run_1/congestion.png
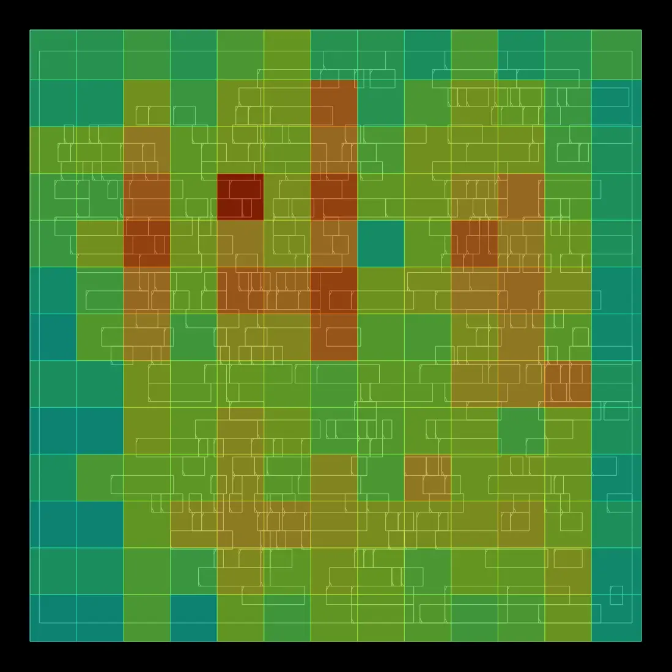
run_1/layer_met2.png
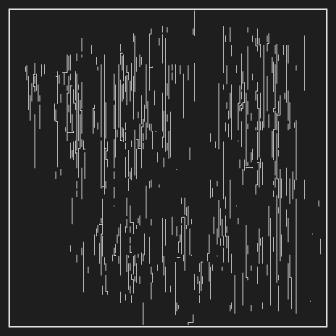
run_1/metal_density.png
Bar = 20 um. The die is cut into 18 by 18 equal tiles; black is low, pale yellow is high, scaled to the fullest tile. Values are wire area over tile area, all layers added.
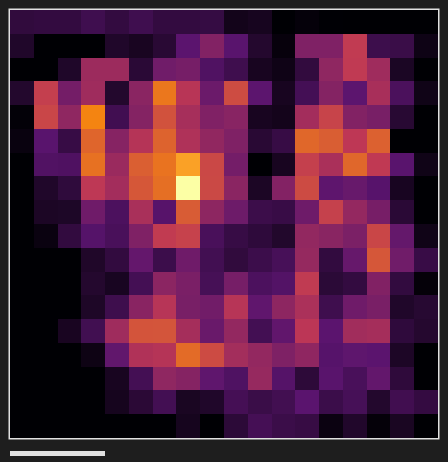
[src/rtl/machine_sw_debounce.sv]
// Switch conditioning ahead of the switch adder: 2-flop synchroniser, per-bit
// debounce FSM, registered change pulse and a sticky startup-valid flag.
module machine_sw_debounce #(
   parameter int WIDTH           = 2,
   parameter int DEBOUNCE_CYCLES = 50000,
   parameter int CNT_W           = 16
) (
   input  logic             clk,
   input  logic             rst_n,
   input  logic [WIDTH-1:0] sw_raw,
   output logic [WIDTH-1:0] sw,
   output logic             sw_changed,
   output logic             sw_valid
);

   typedef enum logic {
      STABLE = 1'b0,
      COUNT  = 1'b1
   } state_t;

   localparam logic [CNT_W-1:0] CNT_ONE    = CNT_W'(1);
   localparam logic [CNT_W-1:0] CNT_LAST   = CNT_W'(DEBOUNCE_CYCLES - 1);
   localparam logic [CNT_W:0]   START_ONE  = (CNT_W + 1)'(1);
   localparam logic [CNT_W:0]   START_DONE = (CNT_W + 1)'(DEBOUNCE_CYCLES + 2);

   state_t           state_q [WIDTH];
   state_t           state_d [WIDTH];
   logic [CNT_W-1:0] cnt_q   [WIDTH];
   logic [CNT_W-1:0] cnt_d   [WIDTH];
   logic [WIDTH-1:0] sync1_q;
   logic [WIDTH-1:0] sync2_q;
   logic [WIDTH-1:0] sw_q;
   logic [WIDTH-1:0] sw_d;
   logic             changed_q;
   logic             changed_d;
   logic [CNT_W:0]   start_q;
   logic [CNT_W:0]   start_d;
   logic             valid_q;
   logic             valid_d;

   // Any disagreement between the synchronised pin and the accepted value must
   // persist for the full window; a single agreeing sample restarts it.
   always_comb begin
      sw_d = sw_q;
      for (int i = 0; i < WIDTH; i++) begin
         state_d[i] = state_q[i];
         cnt_d[i]   = cnt_q[i];
         case (state_q[i])
            STABLE: begin
               cnt_d[i] = '0;
               if (sync2_q[i] != sw_q[i]) begin
                  if (DEBOUNCE_CYCLES == 1) begin
                     sw_d[i] = sync2_q[i];
                  end else begin
                     cnt_d[i]   = CNT_ONE;
                     state_d[i] = COUNT;
                  end
               end
            end
            COUNT: begin
               if (sync2_q[i] == sw_q[i]) begin
                  cnt_d[i]   = '0;
                  state_d[i] = STABLE;
               end else if (cnt_q[i] == CNT_LAST) begin
                  sw_d[i]    = sync2_q[i];
                  cnt_d[i]   = '0;
                  state_d[i] = STABLE;
               end else begin
                  cnt_d[i] = cnt_q[i] + CNT_ONE;
               end
            end
            default: begin
               cnt_d[i]   = '0;
               state_d[i] = STABLE;
            end
         endcase
      end
      changed_d = (sw_d != sw_q);
      start_d   = (start_q == START_DONE) ? start_q : start_q + START_ONE;
      valid_d   = valid_q | (start_d == START_DONE);
   end

   always_ff @(posedge clk or negedge rst_n) begin
      if (!rst_n) begin
         sync1_q   <= '0;
         sync2_q   <= '0;
         sw_q      <= '0;
         changed_q <= 1'b0;
         start_q   <= '0;
         valid_q   <= 1'b0;
         for (int i = 0; i < WIDTH; i++) begin
            state_q[i] <= STABLE;
            cnt_q[i]   <= '0;
         end
      end else begin
         sync1_q   <= sw_raw;
         sync2_q   <= sync1_q;
         sw_q      <= sw_d;
         changed_q <= changed_d;
         start_q   <= start_d;
         valid_q   <= valid_d;
         for (int i = 0; i < WIDTH; i++) begin
            state_q[i] <= state_d[i];
            cnt_q[i]   <= cnt_d[i];
         end
      end
   end

   assign sw         = sw_q;
   assign sw_changed = changed_q;
   assign sw_valid   = valid_q;

endmodule

[config.mk]
export PLATFORM = sky130hd
export DESIGN_NAME = machine_sw_debounce
export DESIGN_NICKNAME = d
export VERILOG_FILES = /design/src/rtl/machine_sw_debounce.sv
export SDC_FILE = /design/constraint.sdc
export NUM_CORES = 1
export LEC_CHECK = 0
export CORE_UTILIZATION = 38
export CTS_CLUSTER_DIAMETER = 30
export CTS_CLUSTER_SIZE = 12
export DETAILED_ROUTE_END_ITERATION = 7
export PLACE_DENSITY = 0.5
export SETUP_SLACK_MARGIN = 0.4
export SLEW_MARGIN = 25
export SYNTH_ARGS = -nofsm -noshare
export SYNTH_HDL_FRONTEND = slang
export SYNTH_SLANG_ARGS = --single-unit
[constraint.sdc]
create_clock -name clk -period 5.4 [get_ports clk]
set_input_delay 1.62 -clock clk [delete_from_list [all_inputs] [get_ports clk]]
set_output_delay 1.62 -clock clk [all_outputs]
set_load 0.03 [all_outputs]
==> results_dict.tcl, run 1 <==
# place-and-route summary
set metrics [dict create \
    layout_top_cells "59 x dfrtp_1, 45 x nor2_1, 26 x xnor2_1" \
    met2_wirelength_um 2280 \
    slew_headroom_pct 54.9 \
    critPathLaunchType "flop" \
    cp_data_required_time_ns 3.78 \
    place_inst 384 \
    num_rows 31 \
    yosys.stat.seqShare_pct 50.0 \
    io_pins 8 \
    top_cells_by_count "59 x dfrtp_1, 45 x nor2_1, 26 x xnor2_1" \
    die_w_um 90.2 \
    fin_nets 304 \
    finalSetupTns_ns 0 \
    outcome "finished clean" \
    swShare_pct 21.7 \
    die_y_um 90.2 \
    power.switching_uw 176 \
    worstSetupEndpointType "output pin" \
    rsz0062_at_grt "no" \
    first_pass_iters 4 \
    place.detailed.hpwl_um 3620 \
    cellPowerDensity_mw_per_mm2 249 \
    yosys_cells 288 \
    overflow 0 \
    synth.cell_area_mm2 0.00295 \
    layout-drive-gt1-share_pct 9.36 \
    seq-power_uw 450 \
    cp_slowest_cell "clkdlybuf4s50_1" \
    crit_type "flop to output pin" \
    drc 0 \
    path_delay_family "buffers and inverters" \
    min_path_type "flop to flop" \
    wl_um 5210 \
    finalHoldViolCount 0 \
    cts.sinks 59 \
    setup_violations 0 \
    vias 1992 \
    grt_pass1_wl_um 9510 \
    yosysMostFrequentCell "dfrtp_1" \
    clock_latency_ns 0.32 \
    warning_count 27 \
    syn_nets 296 \
    wl_met1_um 2680 \
    drv_slew 0 \
    diodes 0 \
    grt.total_usage_pct 14.9 \
    cts_tree "yes" \
    power_frac_clock_pct 42.0 \
    cts.repair.resized 0 \
    p_int_uw 636 \
    antenna_found_initial 0 \
    worst_slew_pin_slew_ns 0.676 \
    p_leak_nw 1.37 \
    die_area_mm2 0.00813 \
    synthCells 288 \
    cts-root-buf "clkbuf_8" \
    top_area_cell "dfrtp_1" \
    critPathBufInv 1 \
    nFillCells 719 \
    flop_cell "dfrtp_1" \
    max_freq_mhz 333 \
    yosys-top-cells-area "dfrtp_1 50%, xnor2_1 7.7%, xor2_1 6.2%" \
    port_buffers 7 \
    drt_iter0_drc 95 \
    layout_min_cycle_time_ns 3.00 \
    clk_path_buf_depth 2 \
    max-cap-violations 0 \
    routed.top_layer "met4" \
    grt_max_degree 31 \
    synth-edff-count 0 \
    final_common_cell "dfrtp_1" \
    top_area_share_pct 50.0 \
    p_comb_uw 20.7 \
    ys_area_mm2 0.00295 \
    power_frac_seq_pct 55.4 \
    grt.busiest_layer "met1" \
    viasPerCell 5.01 \
    gp_congestion 0.740 \
    top_power_group "registers" \
    htree_levels 3 \
    peakVddDrop_mv 0.0926 \
]
## Picture notes: congestion.png
met1 GRT Util: 21.2%
wire per inst: 13.1 um
met2 GRT Util: 20.3%
met3 global-route usage: 3.98%

## Picture notes: layer_met2.png
main direction: vertical
longest straight run: 39.8 um
wire length on this layer: 2,280 um

## Picture notes: metal_density.png
densest ninth of the die: center
tiles over half the peak: 12%
mean over tiles: 0.099
emptiest ninth of the die: south-west

==> run 1: path summary, 6_finish.rpt <==
path	from	endpoint	slack, ns	cells past startpoint
max	sw[0]$_DFF_PN0_	sw[0]	2.40	1
min	sync1_q[0]$_DFF_PN0_	sync2_q[0]$_DFF_PN0_	0.35	0
max reg2reg	start_q[0]$_DFF_PN0_	sw_valid$_DFF_PN0_	3.33	7
min in group asynchronous	rst_n	sw[0]$_DFF_PN0_	1.33	1
min reg2reg	sync1_q[0]$_DFF_PN0_	sync2_q[0]$_DFF_PN0_	0.35	0
max in group asynchronous	rst_n	start_q[6]$_DFF_PN0_	3.22	2
==> run 1: logic make-up (layout without fill, tap and decap cells) <==
group,after synthesis,in the layout,share of synthesized area [%]
compound gates,17,17,3.81
xor+xnor,47,47,13.9
fa+ha+maj,4,4,1.69
buf+inv,20,31,3.01
flops,59,59,50.0
mux,4,4,1.44
simple gates,137,137,26.1
==> run 1: area by class of cell <==
class / count / area, um2 / share of cell area [%]
flip-flops and latches: 59 / 1480 / 45.3
well taps: 99 / 124 / 3.80
clock inverters: 3 / 15.0 / 0.460
inverters: 9 / 33.8 / 1.04
clock buffers: 11 / 151 / 4.64
repair buffers: 8 / 72.6 / 2.23
multi-input cells: 209 / 1390 / 42.6
==> run 1: stage by stage <==
stage	hold WS (ns)	total power, mW	instance area, um2	setup WS [ns]	util, %
floorplan	0.331	0.466	2950	3.27	-
global placement	0.336	0.480	3090	2.75	42.0
detailed placement	0.339	0.480	3090	2.73	42.0
CTS	0.353	0.831	3260	2.36	44.2
global route	0.358	0.851	3260	2.33	44.2
finish	0.350	0.812	3260	2.40	44.2
==> run 1: sequential cells by signal, indices dropped and copies added (netlist names) <==
register,count
cnt_q,32
start_q,17
state_q,2
sw,2
sync1_q,2
sync2_q,2
sw_changed,1
sw_valid,1
==> inputs of run 2 (changes only) <==
==> constraint.sdc (replaced) <==
create_clock -name clk -period 3.1 [get_ports clk]
set_input_delay 0.93 -clock clk [delete_from_list [all_inputs] [get_ports clk]]
set_output_delay 0.93 -clock clk [all_outputs]
set_load 0.03 [all_outputs]
run_2/layer_met2.png
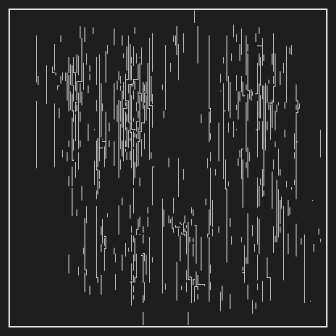
share of all routed wire: 44%
wire length on this layer: 2,300 um
longest straight run: 30.3 um

run_2/cell_density.png
Bar = 20 um. The die is cut into 9 by 9 equal tiles; black is low, pale yellow is high, 0 to 100% covered.
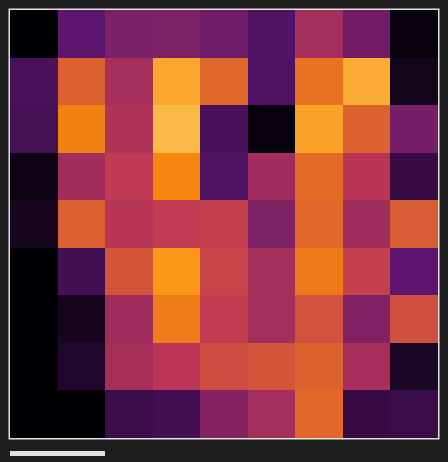
nearly empty tiles: 8.6%
tiles over 75% full: 6.2%
mean over tiles: 39%
emptiest ninth of the die: south-west

==> results_dict.tcl, run 2 <==
# place-and-route summary
set metrics [dict create \
    rsz0062_at_grt "no" \
    r2r-start "start_q[1]$_DFF_PN0_" \
    top_area_cell "dfrtp_1" \
    nFillCells 717 \
    htree_levels 3 \
    yosys_cells 288 \
    layout_top_cells "59 x dfrtp_1, 45 x nor2_1, 26 x xnor2_1" \
    cp_data_required_time_ns 2.17 \
    yosysMostFrequentCell "dfrtp_1" \
    clock_latency_ns 0.34 \
    fin_cells 399 \
    clk_path_buf_depth 2 \
    yosys-top-cells-area "dfrtp_1 50%, xnor2_1 7.7%, xor2_1 6.2%" \
    viasPerCell 5.01 \
    r2r_end "sw_valid$_DFF_PN0_" \
    synth.cell_area_mm2 0.00295 \
    layout-drive-gt1-share_pct 9.67 \
    first_pass_iters 4 \
    yosys.stat.seqShare_pct 50.0 \
    die_y_um 90.2 \
    cp_slowest_cell "clkdlybuf4s50_1" \
    top_regs "cnt_q x32, start_q x17" \
    path_delay_family "buffers and inverters" \
    cellPowerDensity_mw_per_mm2 479 \
    r2r_setup_slack_ns 1.03 \
    largest_reg_flops 32 \
    min_path_cells 0 \
    power_frac_clock_pct 48.4 \
    power.switching_uw 335 \
    worst_slew_pin_slew_ns 0.698 \
    grt.busiest_layer "met2" \
    flop_cell "dfrtp_1" \
    overflow 0 \
    routedWlPerCell_um 13.0 \
    cts-root-buf "clkbuf_8" \
    finalSetupTns_ns 0 \
    top_area_share_pct 50.0 \
    diodes 0 \
    fin_nets 304 \
    warning_count 27 \
    place.detailed.hpwl_um 3570 \
    placed_cell_area_mm2 0.00311 \
    p_int_mw 1.26 \
    cts.sinks 59 \
    worstSetupEndpointType "output pin" \
    largest_register "cnt_q" \
    grt_max_degree 31 \
    gp_congestion 0.798 \
    seq-power_uw 783 \
    vias 2000 \
    cts.repair.resized 0 \
    swShare_pct 21.0 \
    met1_usage_pct 19.4 \
    port_buffers 7 \
    drc 0 \
    cts_tree "yes" \
    die_w_um 90.2 \
    max-cap-violations 0 \
    wl_met1_um 2610 \
    fin_area_mm2 0.00332 \
    crit_type "flop to output pin" \
    critPathLaunchType "flop" \
    top_cells_by_count "59 x dfrtp_1, 45 x nor2_1, 26 x xnor2_1" \
    hp-start "sync1_q[1]$_DFF_PN0_" \
    min_path_type "flop to flop" \
    routed.top_layer "met4" \
    grt_pass1_wl_um 9400 \
    antenna_found_initial 0 \
    outcome "finished clean" \
    max_freq_mhz 432 \
    holdPathEnd "sync2_q[1]$_DFF_PN0_" \
    clk_pin_slew_ns 0.07 \
    setup_violations 0 \
    met2_wirelength_um 2300 \
    top_power_group "registers" \
    area.combinational_mm2 0.00139 \
    ys_area_mm2 0.00295 \
    final-seq-area_mm2 0.00148 \
    io_pins 8 \
    final_common_cell "dfrtp_1" \
    met3_usage_pct 3.81 \
    die_area_mm2 0.00813 \
    use_met2_pct 21.7 \
    synthCells 288 \
    drt_iter0_drc 91 \
]
==> run 2: cell counts after synthesis <==
No cell type changed its count.
==> run 2: how the worst max path moves through the flow <==
stage                          from                  to  slack (ns)  depth (start not counted)
4_1_cts             sw[0]$_DFF_PN0_               sw[0]        0.77                          1
3_3_place_gp   start_q[1]$_DFF_PN0_  sw_valid$_DFF_PN0_        1.10                          6
3_5_place_dp   start_q[1]$_DFF_PN0_  sw_valid$_DFF_PN0_        1.07                          6
6_report            sw[1]$_DFF_PN0_               sw[1]        0.79                          1
2_1_floorplan  start_q[0]$_DFF_PN0_  sw_valid$_DFF_PN0_        1.31                          7
5_1_grt             sw[0]$_DFF_PN0_               sw[0]        0.73                          1
==> run 2: through the flow <==
step	worst slack (ns)	total power [mW]	util (%)	hold slack (ns)
after floorplan	1.31	0.811	-	0.331
after global placement	1.10	0.838	42.2	0.333
after detailed placement	1.07	0.837	42.2	0.336
after CTS	0.768	1.62	45.1	0.352
after global routing	0.731	1.66	45.1	0.362
final	0.788	1.59	45.1	0.349
==> run 2: final cells by class <==
type                    count  area share [%]
flip-flops and latches     59            44.4
multi-input cells         209            41.8
clock buffers              10            4.14
well taps                  99            3.73
repair buffers              8            2.56
clock inverters             5            2.34
inverters                   9            1.02
==> run 2: kinds of logic (layout without fill, tap and decap cells) <==
kind of cell | count (synthesis) | after routing | share of synthesized area (%)
muxes | 4 | 4 | 1.44
adders and majority gates | 4 | 4 | 1.69
xor gates and xnor gates | 47 | 47 | 13.9
DFF | 59 | 59 | 50.0
and+or+nand+nor | 137 | 137 | 26.1
AOI/OAI and AO/OA | 17 | 17 | 3.81
buffers and inverters | 20 | 32 | 3.01
==> inputs of run 3 (changes only) <==
--- a/config.mk
+++ b/config.mk
@@ -9,7 +9,7 @@
 export CTS_CLUSTER_DIAMETER = 30
 export CTS_CLUSTER_SIZE = 12
 export DETAILED_ROUTE_END_ITERATION = 7
-export PLACE_DENSITY = 0.5
+export PLACE_DENSITY = 0.52
 export SETUP_SLACK_MARGIN = 0.4
 export SLEW_MARGIN = 25
 export SYNTH_ARGS = -nofsm -noshare
==> constraint.sdc (replaced) <==
create_clock -name clk -period 1.9 [get_ports clk]
set_input_delay 0.57 -clock clk [delete_from_list [all_inputs] [get_ports clk]]
set_output_delay 0.57 -clock clk [all_outputs]
set_load 0.03 [all_outputs]
run_3/congestion.png
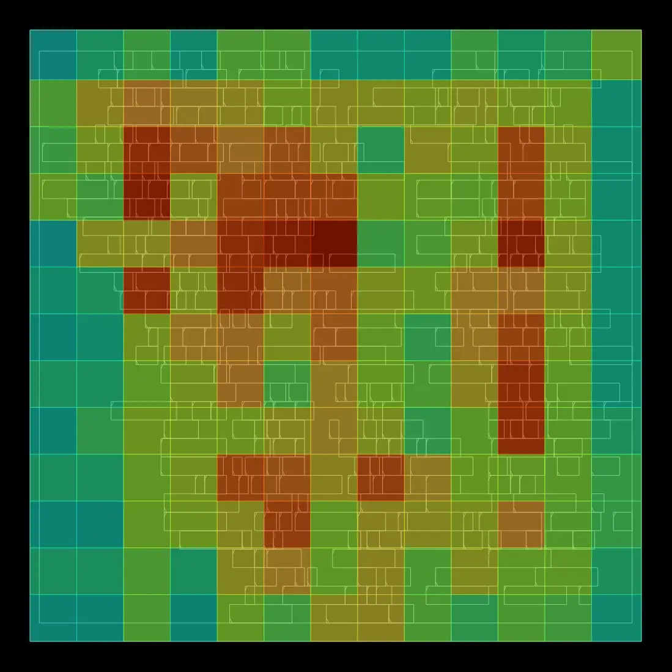
Total GRT Usage: 17.1%
met2 GRT Util: 27.8%
met1 GRT Util: 20.7%
post-layout util: 54.2%
met3 global-route usage: 5.92%

run_3/layer_met1.png
Bar = 20 um.
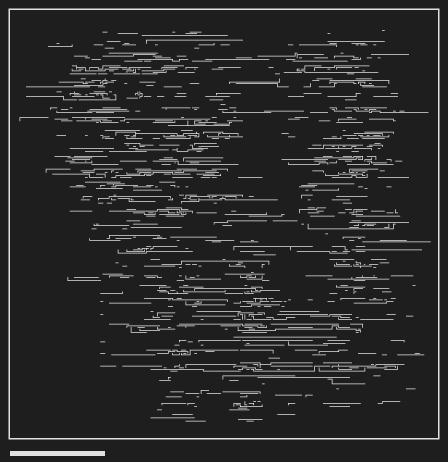
wire length on this layer: 2,880 um
nets with wire on the layer: 323
longest straight run: 21.6 um
main direction: horizontal
share of all routed wire: 44%

==> results_dict.tcl, run 3 <==
# place-and-route summary
set metrics [dict create \
    rsz0062_at_grt "yes" \
    finalWorstSetupSlack_ns 0.192 \
    placed_cell_area_mm2 0.00320 \
    cts-root-buf "clkbuf_8" \
    first_pass_iters 4 \
    total_power_mw 2.64 \
    nFillCells 658 \
    top_area_cell "dfrtp_1" \
    largest_register "cnt_q" \
    met2_wirelength_um 3290 \
    grt_max_degree 44 \
    area.combinational_mm2 0.00164 \
    die_w_um 90.2 \
    yosys_cells 288 \
    port_buffers 7 \
    finalSetupTns_ns 0 \
    drt_iter0_drc 93 \
    holdWs_ns 0.143 \
    final-seq-area_mm2 0.00150 \
    warning_count 30 \
    critPathLaunchType "flop" \
    max_freq_mhz 585 \
    yosys-top-cells-area "dfrtp_1 50%, xnor2_1 7.7%, xor2_1 6.2%" \
    top_logic_kind "simple AND/OR/NAND/NOR gates" \
    routedWlPerCell_um 14.5 \
    synthCells 288 \
    yosys.stat.seqShare_pct 50.0 \
    min_path_type "input pin to asynchronous set/reset pin" \
    outcome "finished clean" \
    r2r_end "sw_valid$_DFF_PN0_" \
    vias 2265 \
    worst_slew_pin_slew_ns 0.401 \
    max-cap-violations 0 \
    flop_cell "dfrtp_1" \
    gp_congestion 0.828 \
    top_regs "cnt_q x32, start_q x17" \
    top_area_share_pct 50.0 \
    viasPerCell 5.03 \
    diodes 0 \
    cp_data_required_time_ns 2.14 \
    ys_area_mm2 0.00295 \
    layout-drive-gt1-share_pct 40.7 \
    compound_area_share_pct 3.81 \
    io_pins 8 \
    largest_reg_flops 32 \
    fin_area_mm2 0.00400 \
    ys_sh_xor_pct 13.9 \
    antenna_found_initial 0 \
    htree_levels 3 \
    final_common_cell "buf_4" \
    fin_cells 450 \
    drc 0 \
    die_y_um 90.2 \
    place.detailed.hpwl_um 3640 \
    r2r_setup_slack_ns 0.19 \
    cellPowerDensity_mw_per_mm2 661 \
    path_delay_family "simple AND/OR/NAND/NOR gates" \
    setup_violations 0 \
    synth.cell_area_mm2 0.00295 \
    crit_type "flop to flop" \
    clk_pin_slew_ns 0.07 \
]
run 3: cell counts after synthesis:
Identical to the previous run, type by type.
run 3: how the worst max path moves through the flow:
stage                                from                 end  slack [ns]  cells past startpoint
floorplan            start_q[0]$_DFF_PN0_  sw_valid$_DFF_PN0_        0.21                      7
global placement     start_q[3]$_DFF_PN0_  sw_valid$_DFF_PN0_        0.13                      5
detailed placement   start_q[0]$_DFF_PN0_  sw_valid$_DFF_PN0_         0.1                      6
CTS                  start_q[0]$_DFF_PN0_  sw_valid$_DFF_PN0_        0.25                      7
global route        start_q[11]$_DFF_PN0_  sw_valid$_DFF_PN0_        0.09                      5
finish              start_q[11]$_DFF_PN0_  sw_valid$_DFF_PN0_        0.19                      5
run 3: repair_timing:
item / CTS / global route
pin swaps: 21 / 26
gates cloned: 1 / 1
endpoints found under the setup margin: 39 / 38
setup buffers: 28 / 14
gates resized: 47 / 54
run 3: cell type report:
type                            count  share of cell area [%]
Clock inverter                      5                    1.94
Multi-Input combinational cell    210                    41.0
Clock buffer                       10                    3.44
Tap cell                           99                    3.10
Timing Repair Buffer               58                    12.2
Inverter                            9                   0.845
Sequential cell                    59                    37.5
run 3: where the power goes:
| group | total (mW) | internal, mW | leakage (nW) | switching (mW) |
|---|---|---|---|---|
| Combinational | 0.0915 | 0.0363 | 0.809 | 0.0553 |
| Clock | 1.27 | 0.762 | 0.108 | 0.509 |
| Sequential | 1.28 | 1.27 | 0.768 | 0.0105 |
| Total | 2.64 | 2.07 | 1.68 | 0.575 |
run 3: cells by family after synthesis:
kind of cell / Yosys count
xor+xnor: 47
simple gates: 137
compound gates: 17
buf+inv: 20
flops: 59
fa+ha+maj: 4
mux: 4
No activity file was given, so power comes from the tool's default toggle rates.
